**Run 1: routed metal, one colour a layer**

The bar under the picture is 50 microns long.
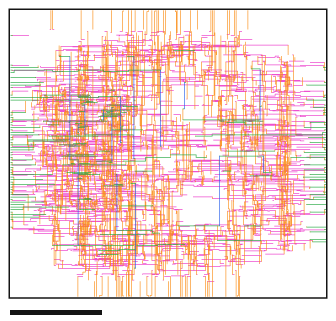
**Run 1: sequential cells coloured by netlist name**

The bar under the picture is 50 microns long. Other sequential cells in the stronger grey, the rest of the logic in the fainter grey.
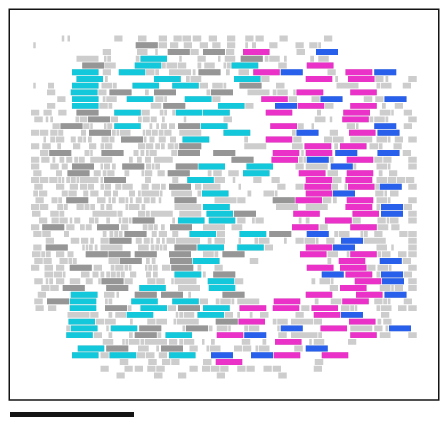
**Run 1: cells coloured by class**

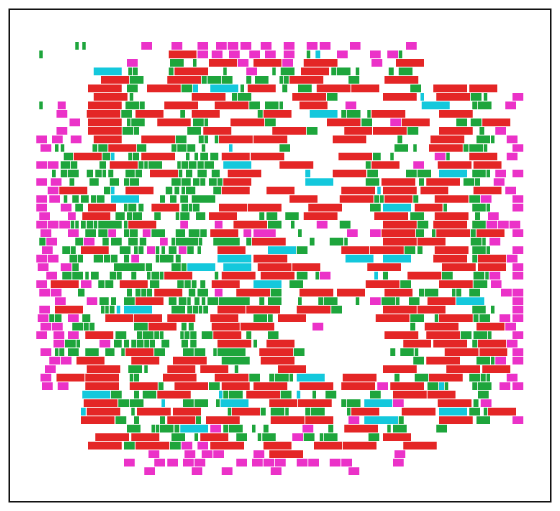
**Run 1: routing congestion**

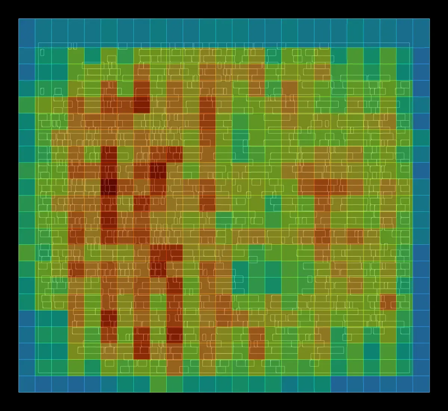
**src/rtl/fetch_controller.sv**
```systemverilog
// fetch_controller: owns the PC, fetches from combinational imem and queues {instr, pc} for decode
module fetch_controller #(
  parameter logic [31:0] RESET_PC  = 32'h0000_0000,
  parameter int          BUF_DEPTH = 2,
  parameter logic [31:0] PC_STEP   = 32'd4
) (
  input  logic        clk,
  input  logic        rst_n,
  input  logic        fetch_en,
  output logic [31:0] imem_addr,
  input  logic [31:0] imem_instr,
  input  logic        redirect_valid,
  input  logic [31:0] redirect_pc,
  output logic        if_valid,
  input  logic        if_ready,
  output logic [31:0] if_instr,
  output logic [31:0] if_pc,
  output logic [2:0]  buf_count,
  output logic        err_misaligned
);
  localparam int         AW      = (BUF_DEPTH == 4) ? 2 : 1;
  localparam logic [2:0] DEPTH   = 3'(BUF_DEPTH);
  localparam logic [1:0] S_IDLE  = 2'd0;
  localparam logic [1:0] S_RUN   = 2'd1;
  localparam logic [1:0] S_STALL = 2'd2;
  logic [1:0]    r_state;
  logic [31:0]   r_pc;
  logic [31:0]   r_mem_instr [BUF_DEPTH];
  logic [31:0]   r_mem_pc [BUF_DEPTH];
  logic [AW-1:0] r_rd;
  logic [AW-1:0] r_wr;
  logic [2:0]    r_count;
  logic [31:0]   r_out_instr;
  logic [31:0]   r_out_pc;
  logic          r_err;
  logic          w_full;
  logic          w_pop;
  logic          w_push;
  logic          w_head_new;
  logic [2:0]    w_count_nx;
  logic [AW-1:0] w_rd_nx;
  logic [1:0]    w_state_nx;
  assign imem_addr      = r_pc;
  assign if_valid       = r_count != 3'd0;
  assign if_instr       = r_out_instr;
  assign if_pc          = r_out_pc;
  assign buf_count      = r_count;
  assign err_misaligned = r_err;
  // Handshake, push permission, next occupancy and next FSM state; a redirect overrides everything but the head pop
  always_comb begin
    w_full     = r_count == DEPTH;
    w_pop      = if_valid && if_ready;
    w_push     = r_state == S_RUN && fetch_en && !redirect_valid && (!w_full || w_pop);
    w_count_nx = redirect_valid ? 3'd0 : r_count + {2'b0, w_push} - {2'b0, w_pop};
    w_rd_nx    = r_rd + AW'(w_pop);
    w_head_new = w_push && r_count == {2'b0, w_pop};
    w_state_nx = redirect_valid ? (fetch_en ? S_RUN : S_IDLE) :
                 !fetch_en ? S_IDLE :
                 r_state == S_IDLE ? S_RUN :
                 r_state == S_STALL ? (w_pop ? S_RUN : S_STALL) :
                 (w_push && !w_pop && w_count_nx == DEPTH) ? S_STALL : S_RUN;
  end
  // FIFO storage needs no reset: occupancy alone decides which slots are meaningful
  always_ff @(posedge clk) begin
    if (w_push) begin
      r_mem_instr[r_wr] <= imem_instr;
      r_mem_pc[r_wr]    <= r_pc;
    end
  end
  // PC, FSM, pointers, sticky error and the registered head copy presented to decode
  always_ff @(posedge clk or negedge rst_n) begin
    if (!rst_n) begin
      r_state     <= S_IDLE;
      r_pc        <= RESET_PC;
      r_rd        <= '0;
      r_wr        <= '0;
      r_count     <= 3'd0;
      r_out_instr <= 32'd0;
      r_out_pc    <= 32'd0;
      r_err       <= 1'b0;
    end else begin
      r_state <= w_state_nx;
      r_pc    <= redirect_valid ? {redirect_pc[31:2], 2'b00} : w_push ? r_pc + PC_STEP : r_pc;
      r_rd    <= redirect_valid ? '0 : w_rd_nx;
      r_wr    <= redirect_valid ? '0 : r_wr + AW'(w_push);
      r_count <= w_count_nx;
      r_err   <= r_err | (redirect_valid & |redirect_pc[1:0]);
      if (w_count_nx != 3'd0) begin
        r_out_instr <= w_head_new ? imem_instr : r_mem_instr[w_rd_nx];
        r_out_pc    <= w_head_new ? r_pc : r_mem_pc[w_rd_nx];
      end
    end
  end
endmodule

```
**config.mk**
```make
export PLATFORM = sky130hd
export DESIGN_NAME = fetch_controller
export DESIGN_NICKNAME = d
export VERILOG_FILES = /design/src/rtl/fetch_controller.sv
export SDC_FILE = /design/constraint.sdc
export NUM_CORES = 1
export LEC_CHECK = 0
export CORE_ASPECT_RATIO = 0.9
export CORE_MARGIN = 8
export CORE_UTILIZATION = 45
export DETAILED_ROUTE_END_ITERATION = 7
export GPL_ROUTABILITY_DRIVEN = 0
export PLACE_DENSITY = 0.74
export SYNTH_ARGS = -nofsm -noshare
export SYNTH_HDL_FRONTEND = slang
export SYNTH_SLANG_ARGS = --single-unit
```
**constraint.sdc**
```tcl
create_clock -name clk -period 6 [get_ports clk]
set_clock_uncertainty 0.05 [all_clocks]
set_input_delay 1.5 -clock clk [delete_from_list [all_inputs] [get_ports clk]]
set_output_delay 1.5 -clock clk [all_outputs]
set_load 0.1 [all_outputs]
```
==> Slide: Implementation Results, run 1 <==
Run Summary

Pwr
  • Clock network power share: 18.0%
  • Worst IR Drop VDD: 0.000437 V
  • P per Cell Area: between 500 and 600 nW/um^2
  • Leakage power of the design: roughly 4.6 nW
  • Internal power of the cells: 3.76 mW
  • Net switching fraction of the power: 49.5%

Routing
  • 1st-iter DRT viols: 513
  • Antenna Nets Post-Route: 0
  • Total length of routed wires: 25400 microns
  • Via total after detailed routing: 6844

Setup path
  • Chain of cells forming the critical path: clkdlybuf4s50_1, or4b_1, nand2_2, inv_2, ha_1, inv_1, ha_1, inv_1, fa_1, xor3_1, o31a_2, and2_4, a211oi_2
  • Count of buffer and inverter cells on the critical path: 4
  • Slowest-stage cell, CP: and2_4
  • Critical path endpoint category: flop

Clocking
  • Clock transition time at the flip-flop clock pins of the worst setup and hold paths: 60 ps
  • TritonCTS clock tree: yes
  • CTS sink count: between 200 and 250
  • Number of buffers on the longest clock path: 3

GRT
  • Via count of the first global-routing pass: 7080
  • GRT Residual Overflow: 0
  • Global Route Usage Sum: between 10% and 20%
  • Pin count of the biggest net entering global routing: 63

Status
  • Status: complete, no violations

Logic synthesis
  • Cells after synthesis: ~750
  • Main area contributors: edfxtp_1 37%, dfrtp_1 25%, a211oi_2 7.6%
  • Tally of yosys warning messages: 0

STA
  • Transition at the pin with the smallest max-transition slack: approximately 1200 ps
  • Count of pins over their slew limit: 0
  • Final WS setup: between 1000 and 1500 ps

Place
  • Minimum setup slack after placement: 506 ps
  • Placed cell count: about 1200
  • Number of I/O port buffers: 165

Cells and area
  • Most instantiated logic cell after routing: clkdlybuf4s50_1
  • Layout fillers: 1756
  • Number of diodes: 0
  • Growth of design area from synthesis to finish: 25.7%

Run
  • MaxCap Viol Count: 0

Floorplan
  • Vert. Die Dim: 157 microns
-- 'routed metal, one colour a layer' (at the start) --
Green stands for met3, wire length 1860 microns. Magenta stands for met1, wire length 11700 microns. Blue stands for met4, wire length 447 microns. Orange stands for met2, wire length 11400 microns.

-- 'sequential cells coloured by netlist name' (at the start) --
Magenta stands for r_mem_instr, sequential cells 64, where a vertical strip on the right. Cyan stands for r_mem_pc, sequential cells 60. Blue stands for if_instr, sequential cells 32, where a vertical strip on the right.
Another 68 sequential cells are not coloured.
Util after Layout: 57.8%
Power Sequential: 2.15 mW
share of cell area taken by flip-flops and latches: 49.8%
area occupied by registers: 6230 sq um

-- 'cells coloured by class' (at the start) --
Green stands for all other logic, cells 467, share of their area 29%. Magenta stands for other buffers and delay cells, cells 177, share of their area 14%. Cyan stands for clock drivers and dummy loads, cells 40, share of their area 5.8%. Red stands for flip-flops, cells 224, share of their area 51%.

-- 'routing congestion' (at the start) --
met1 track utilization from global routing: 25.7%
post-detailed-route wirelength per cell: 21.2 microns

run 1: cells in the mapped netlist (all sizes together), types with 5 or more instances:
cell type and instances:
a211oi 62, a21o 5, a221o 11, a22oi 5
and2 6, and4 5, buf 26, clkbuf 31
dfrtp 100, edfxtp 124, ha 5, inv 12
mux2i 63, nand2 22, nand3 23, nand4 11
nor2 73, nor3 76, nor4 7, o21ai 11
o311ai 9, or4 10
run 1: power by group through the flow:
stage / Sequential, mW / Combinational, mW / Clock [mW]
floorplan: 3.82 / 1.38 / 0
global placement: 2.17 / 3.93 / 0
detailed placement: 2.17 / 3.97 / 0
CTS: 2.15 / 3.98 / 1.37
global route: 2.19 / 4.11 / 1.43
finish: 2.15 / 3.95 / 1.34
run 1: sequential cells by signal, summed over array words and instances (netlist names):
name / flops
err_misaligned: 1
r_state: 2
if_pc: 30
r_mem_instr: 64
r_rd: 1
r_mem_pc: 60
if_instr: 32
r_wr: 1
buf_count: 3
imem_addr: 30
run 1: final timing paths:
check                          startpoint              to  slack, ps  depth (start not counted)
min in group asynchronous           rst_n   imem_addr[22]       1050                          1
hold / removal             err_misaligned  err_misaligned        420                          1
setup / recovery                 if_ready    if_instr[16]       1010                         13
setup reg to reg             buf_count[2]    if_instr[16]       1960                         12
hold reg to reg            err_misaligned  err_misaligned        420                          1
max in group asynchronous           rst_n     if_instr[6]       3730                          2
run 1: worst register-to-register path, cell delays in order, from the launching register on:
cell and delay [ps]:
dfrtp_1 500, or4b_1 660, nand2_2 130, inv_2 40, ha_1 260, inv_1 60
ha_1 130, inv_1 50, fa_1 380, xor3_1 340, o31a_2 170, and2_4 900
a211oi_2 200
run 1: kinds of logic after synthesis:
logic type               share of synthesized area [%]
AND-OR/OR-AND                                     12.8
XOR/XNOR                                         0.403
adder cells (fa/ha/maj)                          0.831
buffers and inverters                             3.55
flip-flops                                        62.6
multiplexers                                      6.34
other                                           0.0377
AND/OR/NAND/NOR                                   13.4
run 1: area by class of cell:
cell class / count / area [sq um] / area share [%]
timing repair buffer: 177 / 1750 / 14.0
inverter: 12 / 45.0 / 0.360
clock inverter: 11 / 100 / 0.801
clock buffer: 29 / 598 / 4.78
multi-input combinational: 455 / 3410 / 27.3
sequential: 224 / 6230 / 49.8
tap: 291 / 364 / 2.91
run 1: metal layers:
layer | vias up | GRT usage, % | wire [microns]
li1 | 3141 | - | -
met1 | 3376 | 25.7 | 11700
met2 | 291 | 28.6 | 11400
met3 | 36 | 4.62 | 1860
met4 | 0 | 3.81 | 446
met5 | - | 0 | 0
run 1: per-stage QoR:
| stage | total power [mW] | instance area (sq um) |
|---|---|---|
| 6_report | 7.43 | 12500 |
| 5_1_grt | 7.73 | 12500 |
| 3_5_place_dp | 6.14 | 11800 |
| 3_3_place_gp | 6.10 | 11800 |
| 4_1_cts | 7.50 | 12500 |
| 2_1_floorplan | 5.20 | 9950 |
**Run 1: routed metal per tile**

The bar under the picture is 50 microns long. 35 x 31 tiles, from dark blue (low) to red (high), scaled to the fullest tile. Values are wire area over tile area, all layers added.
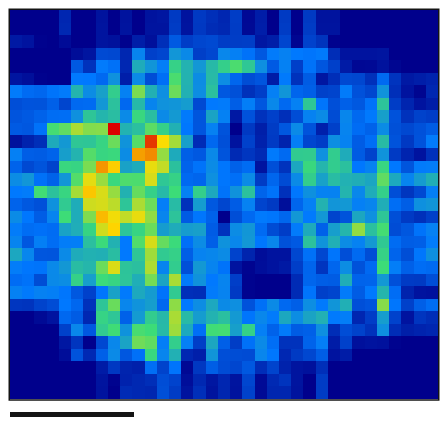

==> run 2: changes to the inputs <==
--- a/config.mk
+++ b/config.mk
@@ -10,7 +10,7 @@
 export CORE_UTILIZATION = 45
 export DETAILED_ROUTE_END_ITERATION = 7
 export GPL_ROUTABILITY_DRIVEN = 0
-export PLACE_DENSITY = 0.74
+export PLACE_DENSITY = 0.76
 export SYNTH_ARGS = -nofsm -noshare
 export SYNTH_HDL_FRONTEND = slang
 export SYNTH_SLANG_ARGS = --single-unit
==> constraint.sdc (replaced) <==
create_clock -name clk -period 4 [get_ports clk]
set_clock_uncertainty 0.05 [all_clocks]
set_input_delay 1 -clock clk [delete_from_list [all_inputs] [get_ports clk]]
set_output_delay 1 -clock clk [all_outputs]
set_load 0.1 [all_outputs]
**Run 2: routed metal per tile**

The bar under the picture is 50 microns long. 35 x 31 tiles, from dark blue (low) to red (high), scaled to the fullest tile. Values are wire area over tile area, all layers added.
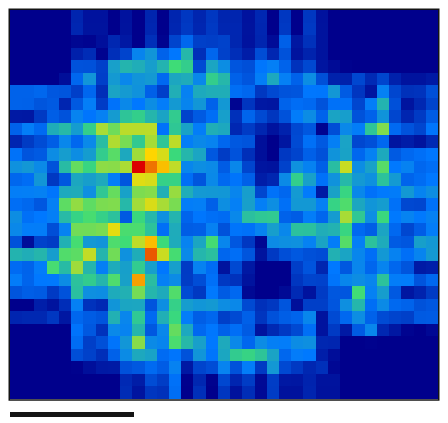
The fullest tile reaches 0.72. The mean over all tiles is 0.15. 6.7% of the tiles are over half the peak. 18% of the tiles are nearly empty. The densest ninth of the die: west.
total length of routed wires: 25600 microns
Global Route Usage Sum: 18.4%
post-detailed-route wirelength per cell: 20.9 microns

==> run 2 against run 1 <==
  * Flip-flop count unchanged
  * Non-clock buffer count increased by 20
  * Global-route usage increased by 0.093 points
  * First-iteration DRC count increased by 16%
  * Synthesized cell count unchanged
  * Power increased by 56%
  * Largest cell class unchanged
  * Setup slack got worse by 800 ps
  * Hold slack improved by 13 ps
  * Sequential share of layout area decreased by 1.3 points
  * Combinational power increased by 56%
  * Core utilization increased by 1.6 points
  * Register-to-register slack got worse by 1400 ps
==> Slide: Implementation Results, run 2 <==
Run Summary

Setup path
  • Chain of cells forming the critical path: clkdlybuf4s50_1, or4b_1, nand2_8, inv_8, ha_4, inv_2, ha_4, inv_2, fa_2, inv_2, o31a_2, and2_4, buf_4, a211oi_2
  • Reg-to-reg critical path endpoint: if_instr[10]
  • Critical path endpoint category: flop
  • FF-to-FF path depth: 13 (+1)
  • Slowest-stage cell, CP: or4b_1

Cells and area
  • Max FFs per register: 64 (unchanged)
  • Register with the most flip-flops: r_mem_instr
  • Post-route standard cell area excluding fillers: 12800 sq um (+2.7%)
  • Most instantiated logic cell after routing: clkdlybuf4s50_1
  • Growth of design area from synthesis to finish: 29.2%
  • Number of diodes: 0 (unchanged)

Logic synthesis
  • Cells after synthesis: 745 (unchanged)
  • Tally of yosys warning messages: 0 (unchanged)

Pwr
  • Worst IR Drop VDD: 0.000524 V (+20%)
  • Net switching fraction of the power: 48.3% (-1.2 points)
  • Internal power of the cells: 6.01 mW (+60%)

GRT
  • Via count of the first global-routing pass: 7100 (+0.28%)
  • Pin count of the biggest net entering global routing: 64 (+1.6%)
  • GRT Residual Overflow: 0 (unchanged)

STA
  • Count of pins over their slew limit: 0 (unchanged)
  • Final WS setup: 207 ps (-804 ps)

Place
  • Minimum setup slack after placement: -301 ps (-808 ps)
  • Total placed instance area: 12000 sq um (+2.0%)
  • Number of I/O port buffers: 165 (unchanged)

Routing
  • Via total after detailed routing: 6977 (+1.9%)
  • 1st-iter DRT viols: 597 (+16%)
  • Antenna Nets Post-Route: 0 (unchanged)

Clocking
  • Clock transition time at the flip-flop clock pins of the worst setup and hold paths: 60 ps (about the same)
  • CTS sink count: 224 (unchanged)

Status
  • Status: complete, no violations

Floorplan
  • Vert. Die Dim: 157 microns (unchanged)

Run
  • MaxCap Viol Count: 0 (unchanged)
==> run 2: netlist changes by cell type in the layout (fill, tap and decap cells not counted), moves of 3 or more <==
| cell | before | now |
|---|---|---|
| buf_12 | 1 | 10 |
| buf_4 | 12 | 56 |
| clkdlybuf4s50_1 | 164 | 131 |
| inv_1 | 11 | 8 |
==> run 2: worst max path at each step <==
stage                     startpoint           end  slack [ps]  cells past startpoint
after floorplan             if_ready      if_pc[4]         -50                     17
after global routing        if_ready  if_instr[10]         120                     14
after CTS                   if_ready  if_instr[10]         220                     14
after global placement      if_ready  if_instr[11]        -230                     14
final                       if_ready  if_instr[10]         210                     14
after detailed placement    if_ready   if_instr[3]        -300                     14
==> run 2: logic make-up after synthesis <==
logic type | share of synthesized area [%]
and+or+nand+nor | 13.4
DFF | 62.6
AOI/OAI and AO/OA | 12.8
buffers and inverters | 3.55
muxes | 6.34
adders and majority gates | 0.831
xor gates and xnor gates | 0.403
other | 0.0377
==> run 2: cell type report <==
cell class	count	area, sq um
timing repair buffer	197	1930
inverter	12	52.6
fill	1694	8790
sequential	224	6230
tap	291	364
clock buffer	32	672
multi-input combinational	455	3460
clock inverter	12	136
==> run 2: power by group through the flow <==
stage	logic, mW	registers [mW]	clock network, mW
4_1_cts	6.19	3.22	2.28
2_1_floorplan	2.12	5.73	0
5_1_grt	6.41	3.28	2.37
3_5_place_dp	6.18	3.26	0
6_report	6.15	3.22	2.24
3_3_place_gp	6.11	3.26	0
==> run 2: routing by layer <==
metal  up-vias  global-route usage, %  part of all wire [%]
met5         -                      0                     0
met2       307                   28.8                    45
met1      3441                   25.9                    46
met3        28                   4.91                   7.9
met4         0                   3.16                   1.3
li1       3201                      -                     -
==> run 2: metrics by stage <==
stage          power [mW]  setup TNS (ps)  hold slack [ps]
2_1_floorplan        7.85           -1620              520
3_3_place_gp         9.37          -12760              402
3_5_place_dp         9.44          -15680              409
4_1_cts              11.7               0              432
5_1_grt              12.1               0              462
6_report             11.6               0              435
==> run 3: changes to the inputs <==
--- a/config.mk
+++ b/config.mk
@@ -10,6 +10,7 @@
 export CORE_UTILIZATION = 45
 export DETAILED_ROUTE_END_ITERATION = 7
 export GPL_ROUTABILITY_DRIVEN = 0
+export HOLD_SLACK_MARGIN = 0.08
 export PLACE_DENSITY = 0.76
 export SYNTH_ARGS = -nofsm -noshare
 export SYNTH_HDL_FRONTEND = slang
**Run 3: sequential cells coloured by netlist name**

The bar under the picture is 50 microns long. Other sequential cells in the stronger grey, the rest of the logic in the fainter grey.
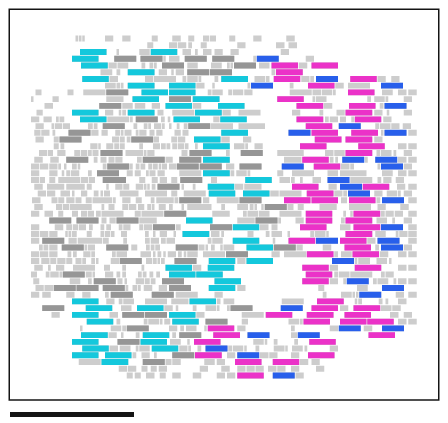
Blue stands for if_instr, sequential cells 32. Magenta stands for r_mem_instr, sequential cells 64, where a vertical strip on the right. Cyan stands for r_mem_pc, sequential cells 60.
Another 68 sequential cells are not coloured.

==> run 3 against run 2 <==
  * Combinational power is essentially flat
  * Sequential power is essentially flat
  * Flip-flop count is the same
  * Cell count is the same
  * Global-route usage is the same
  * Setup slack is the same
  * Sequential share of layout area is the same
  * First-iteration DRC count is the same
  * Critical path depth is the same
  * Hold slack is the same
  * Wire length is the same
  * Non-clock buffer count is the same
  * Largest cell class unchanged
  * Largest power group unchanged
==> Slide: Implementation Results, run 3 <==
Run Summary

Cells and area
  • Growth of design area from synthesis to finish: 29.2% (unchanged)
  • Number of diodes: 0 (unchanged)
  • Area occupied by registers: 6230 sq um (unchanged)
  • Comb gate area: 3460 sq um (unchanged)
  • Register with the most flip-flops: r_mem_instr
  • Max FFs per register: 64 (unchanged)
  • Layout fillers: 1694 (unchanged)

Pwr
  • Net switching fraction of the power: 48.3% (unchanged)
  • Internal power of the cells: 6.01 mW (unchanged)
  • Worst IR Drop VDD: 0.000524 V (unchanged)

Floorplan
  • Vert. Die Dim: 157 microns (unchanged)

GRT
  • Antenna violations before repair: 0
  • Via count of the first global-routing pass: 7100 (unchanged)
  • Global Route Usage Sum: 18.4% (unchanged)
  • GRT Residual Overflow: 0 (unchanged)

Place
  • Number of I/O port buffers: 165 (unchanged)

Status
  • Status: complete, no violations

STA
  • Count of pins over their slew limit: 0 (unchanged)
  • Total negative slack for setup checks: 0 ps (unchanged)

Setup path
  • Slowest-stage cell, CP: or4b_1
  • Chain of cells forming the critical path: clkdlybuf4s50_1, or4b_1, nand2_8, inv_8, ha_4, inv_2, ha_4, inv_2, fa_2, inv_2, o31a_2, and2_4, buf_4, a211oi_2
  • Count of buffer and inverter cells on the critical path: 6

Routing
  • Antenna Nets Post-Route: 0 (unchanged)
  • 1st-iter DRT viols: 597 (unchanged)
  • Post-detailed-route wirelength per cell: 20.9 microns (unchanged)
  • Via total after detailed routing: 6977 (unchanged)

Clocking
  • Clock transition time at the flip-flop clock pins of the worst setup and hold paths: 60 ps (about the same)
  • Number of buffers on the longest clock path: 3

Run
  • MaxCap Viol Count: 0 (unchanged)

Logic synthesis
  • Synthesis area per yosys: 9940 sq um
  • Top cell area share: between 30% and 40%
[run 3: cell counts after synthesis]
Identical to the previous run, type by type.
[run 3: worst paths after layout]
path / startpoint / endpoint / slack (ps) / cells after the start
worst max-delay path: if_ready / if_instr[10] / 210 / 14
worst min-delay path: rst_n / imem_addr[22] / 440 / 1
worst max register to register: buf_count[0] / if_instr[10] / 540 / 13
worst min register to register: err_misaligned / err_misaligned / 440 / 1
max in group asynchronous: rst_n / if_instr[22] / 2690 / 2
min in group clk: err_misaligned / err_misaligned / 440 / 1
[run 3: cell type report]
cell class | instances | share of cell area (%)
sequential | 224 | 48.5
multi-input combinational | 455 | 26.9
timing repair buffer | 197 | 15.0
clock buffer | 32 | 5.23
tap | 291 | 2.84
clock inverter | 12 | 1.06
inverter | 12 | 0.409
[run 3: cells by family (layout without fill, tap and decap cells)]
logic type	count (synthesis)	in the layout	share of synthesized area [%]
other	1	4	0.0377
XOR/XNOR	2	2	0.403
adder cells (fa/ha/maj)	6	6	0.831
AND-OR/OR-AND	123	123	12.8
multiplexers	63	63	6.34
AND/OR/NAND/NOR	257	257	13.4
buffers and inverters	69	253	3.55
flip-flops	224	224	62.6
[run 3: per-stage QoR]
step	hold slack [ps]	area, sq um	power [mW]	std cells	setup WS, ps
after detailed placement	409	12000	9.44	1179	-301
after CTS	432	12800	11.7	1223	220
final	435	12800	11.6	1223	207
after global placement	402	12000	9.37	1179	-230
after floorplan	520	10000	7.85	748	-53.8
after global routing	462	12800	12.1	1223	117
[run 3: power by group through the flow]
stage	clock network (mW)	logic, mW	registers (mW)
after global routing	2.37	6.41	3.28
final	2.24	6.15	3.22
after global placement	0	6.11	3.26
after detailed placement	0	6.18	3.26
after floorplan	0	2.12	5.73
after CTS	2.28	6.19	3.22
[run 3: worst register-to-register path, stage by stage, from the launching register on]
cell,delay [ps]
dfrtp_1,490
or4b_1,690
nand2_8,130
inv_8,30
ha_4,200
inv_2,60
ha_4,120
inv_2,30
fa_2,530
inv_2,50
o31a_2,340
and2_4,220
buf_4,220
a211oi_2,210
[run 3: routing by layer]
layer	wire, microns	global-route usage [%]
met1	11700	25.9
met2	11600	28.8
met3	2010	4.91
met4	330	3.16
met5	0	0
No activity file was given, so power comes from the tool's default toggle rates.
